### config.mk
export PLATFORM = sky130hd
export DESIGN_NAME = rv_rx_fifo
export DESIGN_NICKNAME = d
export VERILOG_FILES = /design/src/rtl/rv_hs_pkg.sv /design/src/rtl/rv_fifo_mem.sv /design/src/rtl/rv_rx_fifo.sv
export SDC_FILE = /design/constraint.sdc
export NUM_CORES = 1
export LEC_CHECK = 0
export CAP_MARGIN = 20
export CORE_MARGIN = 2
export CORE_UTILIZATION = 50
export CTS_CLUSTER_SIZE = 40
export DETAILED_ROUTE_END_ITERATION = 16
export PLACE_DENSITY = 0.77
export SLEW_MARGIN = 20
export SYNTH_ARGS = -nofsm -noshare
export SYNTH_HDL_FRONTEND = slang
export SYNTH_SLANG_ARGS = --single-unit
### constraint.sdc
create_clock -name aclk -period 5.32 [get_ports aclk]
set_clock_uncertainty 0.15 [all_clocks]
set_input_delay 1.064 -clock aclk [delete_from_list [all_inputs] [get_ports aclk]]
set_output_delay 1.064 -clock aclk [all_outputs]
set_load 0.1 [all_outputs]
### src/rtl/rv_hs_pkg.sv
// Shared ready/valid handshake definitions: default payload width, pointer sizing and
// buffer-depth legality, reused by the ready/valid master/slave blocks.
package rv_hs_pkg;

  localparam int unsigned RV_DATA_W_DEF = 8;
  localparam int unsigned RV_DEPTH_MIN  = 2;

  function automatic int unsigned rv_ptr_w(input int unsigned depth);
    return (depth <= 1) ? 1 : $clog2(depth);
  endfunction

  // Pointers wrap by natural overflow, so depth must be an exact power of two.
  function automatic bit rv_depth_ok(input int unsigned depth);
    return (depth >= RV_DEPTH_MIN) && ((depth & (depth - 1)) == 0);
  endfunction

endpackage

### src/rtl/rv_fifo_mem.sv
// FIFO storage array: synchronous write port, asynchronous read port, cleared by reset.
module rv_fifo_mem #(
  parameter int unsigned DATA_W = 8,
  parameter int unsigned DEPTH  = 4,
  parameter int unsigned PTR_W  = 2
) (
  input  logic              aclk,
  input  logic              rstn,
  input  logic              we,
  input  logic [PTR_W-1:0]  waddr,
  input  logic [DATA_W-1:0] wdata,
  input  logic [PTR_W-1:0]  raddr,
  output logic [DATA_W-1:0] rdata
);

  logic [DATA_W-1:0] mem [DEPTH];

  always_ff @(posedge aclk or negedge rstn) begin
    if (!rstn) begin
      for (int unsigned i = 0; i < DEPTH; i++) begin
        mem[i] <= '0;
      end
    end else if (we) begin
      mem[waddr] <= wdata;
    end
  end

  assign rdata = mem[raddr];

endmodule

### src/rtl/rv_rx_fifo.sv
// Ready/valid receive endpoint with a first-word-fall-through buffer of DEPTH words.
// Optional accepted-transfer counter and rx_count port enabled by `define RV_RX_COUNT_EN.
module rv_rx_fifo
  import rv_hs_pkg::*;
#(
  parameter int unsigned DATA_W = RV_DATA_W_DEF,
  parameter int unsigned DEPTH  = 4,
  parameter int unsigned CNT_W  = 16
) (
  input  logic                   aclk,
  input  logic                   rstn,
  input  logic                   m_valid,
  input  logic [DATA_W-1:0]      m_data,
  output logic                   s_ready,
  output logic                   o_valid,
  output logic [DATA_W-1:0]      o_data,
  input  logic                   o_ready,
  output logic [$clog2(DEPTH):0] level
`ifdef RV_RX_COUNT_EN
  ,
  output logic [CNT_W-1:0]       rx_count
`endif
);

  localparam int unsigned PTR_W = rv_ptr_w(DEPTH);
  localparam int unsigned LVL_W = $clog2(DEPTH) + 1;
  localparam logic [LVL_W-1:0] FULL_LVL = LVL_W'(DEPTH);

  if (!rv_depth_ok(DEPTH)) begin : g_depth_chk
    $error("rv_rx_fifo: DEPTH must be a power of 2 and >= 2");
  end
  if (CNT_W == 0) begin : g_cnt_chk
    $error("rv_rx_fifo: CNT_W must be >= 1");
  end

  logic             rstn_q;
  logic [PTR_W-1:0] wr_ptr;
  logic [PTR_W-1:0] rd_ptr;
  logic             push;
  logic             pop;

  // Ready comes only from registered state, so a pop on a full cycle cannot admit a push.
  assign s_ready = rstn_q && (level != FULL_LVL);
  assign o_valid = (level != '0);
  assign push    = m_valid && s_ready;
  assign pop     = o_valid && o_ready;

  always_ff @(posedge aclk or negedge rstn) begin
    if (!rstn) begin
      rstn_q <= 1'b0;
      wr_ptr <= '0;
      rd_ptr <= '0;
      level  <= '0;
    end else begin
      rstn_q <= 1'b1;
      if (push) begin
        wr_ptr <= wr_ptr + 1'b1;
      end
      if (pop) begin
        rd_ptr <= rd_ptr + 1'b1;
      end
      if (push && !pop) begin
        level <= level + 1'b1;
      end else if (pop && !push) begin
        level <= level - 1'b1;
      end
    end
  end

`ifdef RV_RX_COUNT_EN
  always_ff @(posedge aclk or negedge rstn) begin
    if (!rstn) begin
      rx_count <= '0;
    end else if (push) begin
      rx_count <= rx_count + 1'b1;
    end
  end
`endif

  rv_fifo_mem #(
    .DATA_W (DATA_W),
    .DEPTH  (DEPTH),
    .PTR_W  (PTR_W)
  ) u_mem (
    .aclk  (aclk),
    .rstn  (rstn),
    .we    (push),
    .waddr (wr_ptr),
    .wdata (m_data),
    .raddr (rd_ptr),
    .rdata (o_data)
  );

endmodule

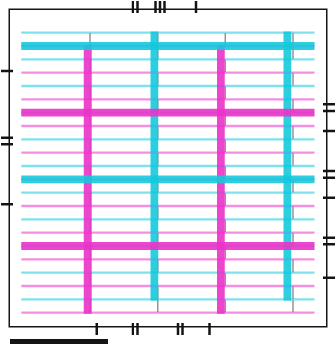
*PDN straps and rails, run 1*
Bar = 20 um. Pins as bars on the die edge. Tap cells in gray.
legend:
  magenta:
    net: VSS
  cyan:
    net: VDD
rows: 21
signal pins: 25
met1 rails: 22
tap cells: 46

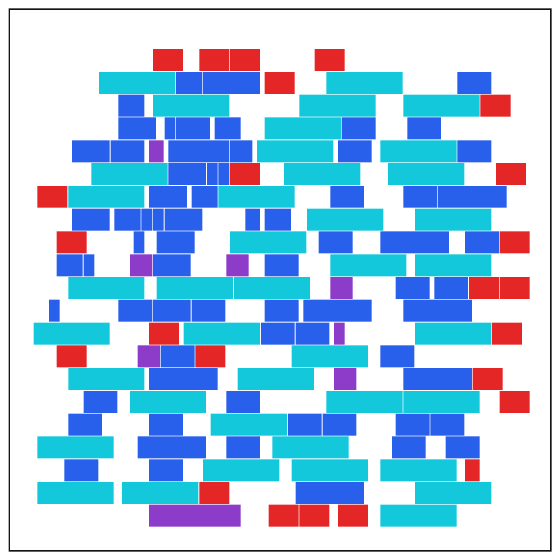
*Cells colored by class, run 1*
legend:
  blue:
    class: all other logic
    cells: 70
    share_of_their_area: 38%
  purple:
    class: clock drivers and dummy loads
    cells: 8
    share_of_their_area: 3.6%
  red:
    class: other buffers and delay cells
    cells: 24
    share_of_their_area: 11%
  cyan:
    class: flip-flops
    cells: 40
    share_of_their_area: 47%

==> results.txt, run 1 <==
This memo summarizes the results of the implementation run.

Finish
By area, the class that comes first in the final layout consists of flip-flops and latches. Per the final report, the share of cell area in non-clock buffers is 0.107. The total number of nets in the final design is 159. The area of all placed cells without fillers is 2190 um2. The synthesis-to-layout area growth is 19.7%.

Setup path
Walking the worst path, the cells encountered are mux4_2 > clkdlybuf4s50_1. In this run the critical register-to-register path is captured at level[2]$_DFFE_PN0P_. Along the worst path, the maximum fanout reaches 10.

Timing
The final critical-path setup slack is 1.46 ns.

Synthesis
Ranked by instance count, the synthesized netlist is headed by sky130_fd_sc_hd__dfrtp_1, sky130_fd_sc_hd__mux2_2, sky130_fd_sc_hd__mux4_2. Counting flops with a built-in enable in the synthesized netlist gives 0. In this run, the synthesized area fraction spent on and/or/nand/nor cells is recorded as 0.0575. Warnings reported by Yosys during synthesis add up to 0.

Place
The count of port buffers added during placement is 24. The final weighted congestion in routability-driven placement is 0.732.

Run status
The flow ran to the end, and the final reports show no timing, DRC or antenna violations.

Clocking
The clock latency of the later-clocked register in the worst-skew pair is 0.32 ns. The CTS log lists the clock sinks for this run as 40. The buffers inserted during post-CTS setup optimization is 0.

Global route
After global routing the overflow that remains totals 0.

Routing
After detailed routing, the met2 layer carries 1600 um of wire. The highest metal layer carrying signal wires in the routed design is met4.

Die
From left edge to right edge, the die measures 64.5 um.
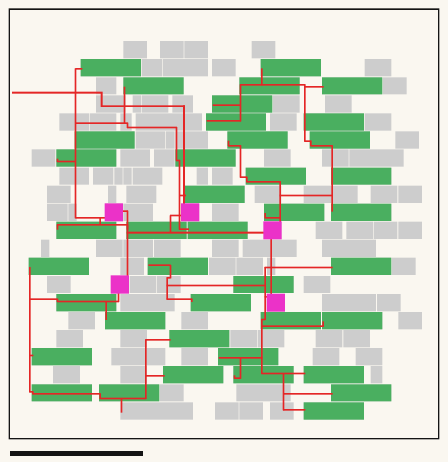
*Clock network drawn from the DEF, run 1*
Bar = 20 um.
legend:
  magenta:
    item: cells driving clock nets
    count: 5
  red:
    item: clock wires
    length: 439 um
  green:
    item: flip-flops
    count: 40
flops lie: all over the die
routed clock nets: 6

### Clock wiring as the flow saved it, run 1

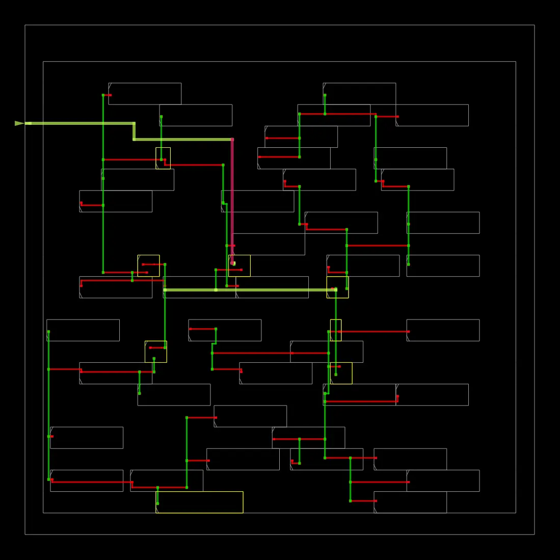

==> run 1 -> run 2 <==
==> constraint.sdc (replaced) <==
create_clock -name aclk -period 3.91 [get_ports aclk]
set_clock_uncertainty 0.15 [all_clocks]
set_input_delay 0.782 -clock aclk [delete_from_list [all_inputs] [get_ports aclk]]
set_output_delay 0.782 -clock aclk [all_outputs]
set_load 0.1 [all_outputs]
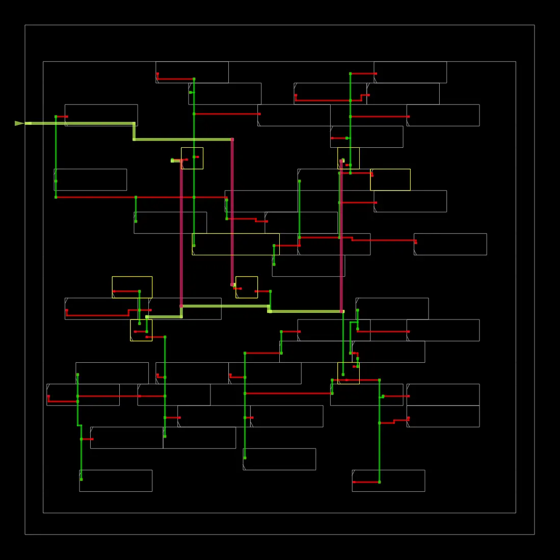
*Clock wiring as the flow saved it, run 2*
Clock Buffer Count: 7
clk_lat worst skew: 0.34 ns
TritonCTS buffer count: 5
clock sinks: 40
sequential cell count: 40

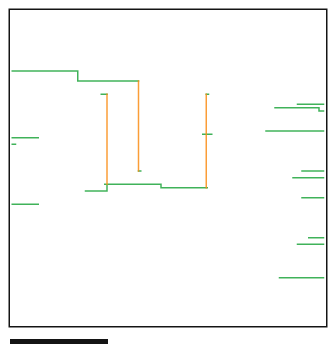
*Signal wires by layer, run 2*
Bar = 20 um. Only two layers are drawn.
legend:
  orange:
    layer: met4
    wire_length: 55.8 um
  green:
    layer: met3
    wire_length: 129 um

==> results.txt, run 2 <==
This memo summarizes the results of the implementation run.

Synthesis
The count of instantiated cells in the yosys netlist is 112. For this run, the number of Yosys warnings is 0. The post-synth tally of flip-flops with integrated enable is 0. The main area contributors are sky130_fd_sc_hd__dfrtp_1, sky130_fd_sc_hd__mux2_2, sky130_fd_sc_hd__mux4_2.

By count the netlist is led by sky130_fd_sc_hd__dfrtp_1, sky130_fd_sc_hd__mux2_2, sky130_fd_sc_hd__mux4_2. The top logic cell family in the synthesized netlist is multiplexers. Of the total synthesized cell area, the portion taken by AND, OR, NAND and NOR gates is 0.0575.

Finish
The total number of nets in the final design is 159. The synthesis-to-layout area growth is 19.6%. The class occupying the most area after layout is reported as flip-flops and latches. The data-path buffer share of cell area in the final layout is 0.0984.

The area of all placed cells without fillers is 2190 um2.

Die
The width of the die is 64.5 um. According to the floorplan report, the placeable core area is 3420 um2.

Routing
The topmost layer with routed signal wires is met4. The sum of met2 wire segment lengths after detailed routing is 1610 um.

Timing
Once routing completed, OpenROAD measured the worst setup slack at 0.549 ns. The maximum clock frequency is 0.298 GHz.

Place
The final weighted congestion in routability-driven placement is 0.768. Port buffering added 24 buffers.

Run status
The run finished with clean final reports.

Setup path
The endpoint of the worst register-to-register path is level[2]$_DFFE_PN0P_.

Clocking
The buffers inserted during post-CTS setup optimization is 0. The root buffer cell is sky130_fd_sc_hd__clkbuf_4.
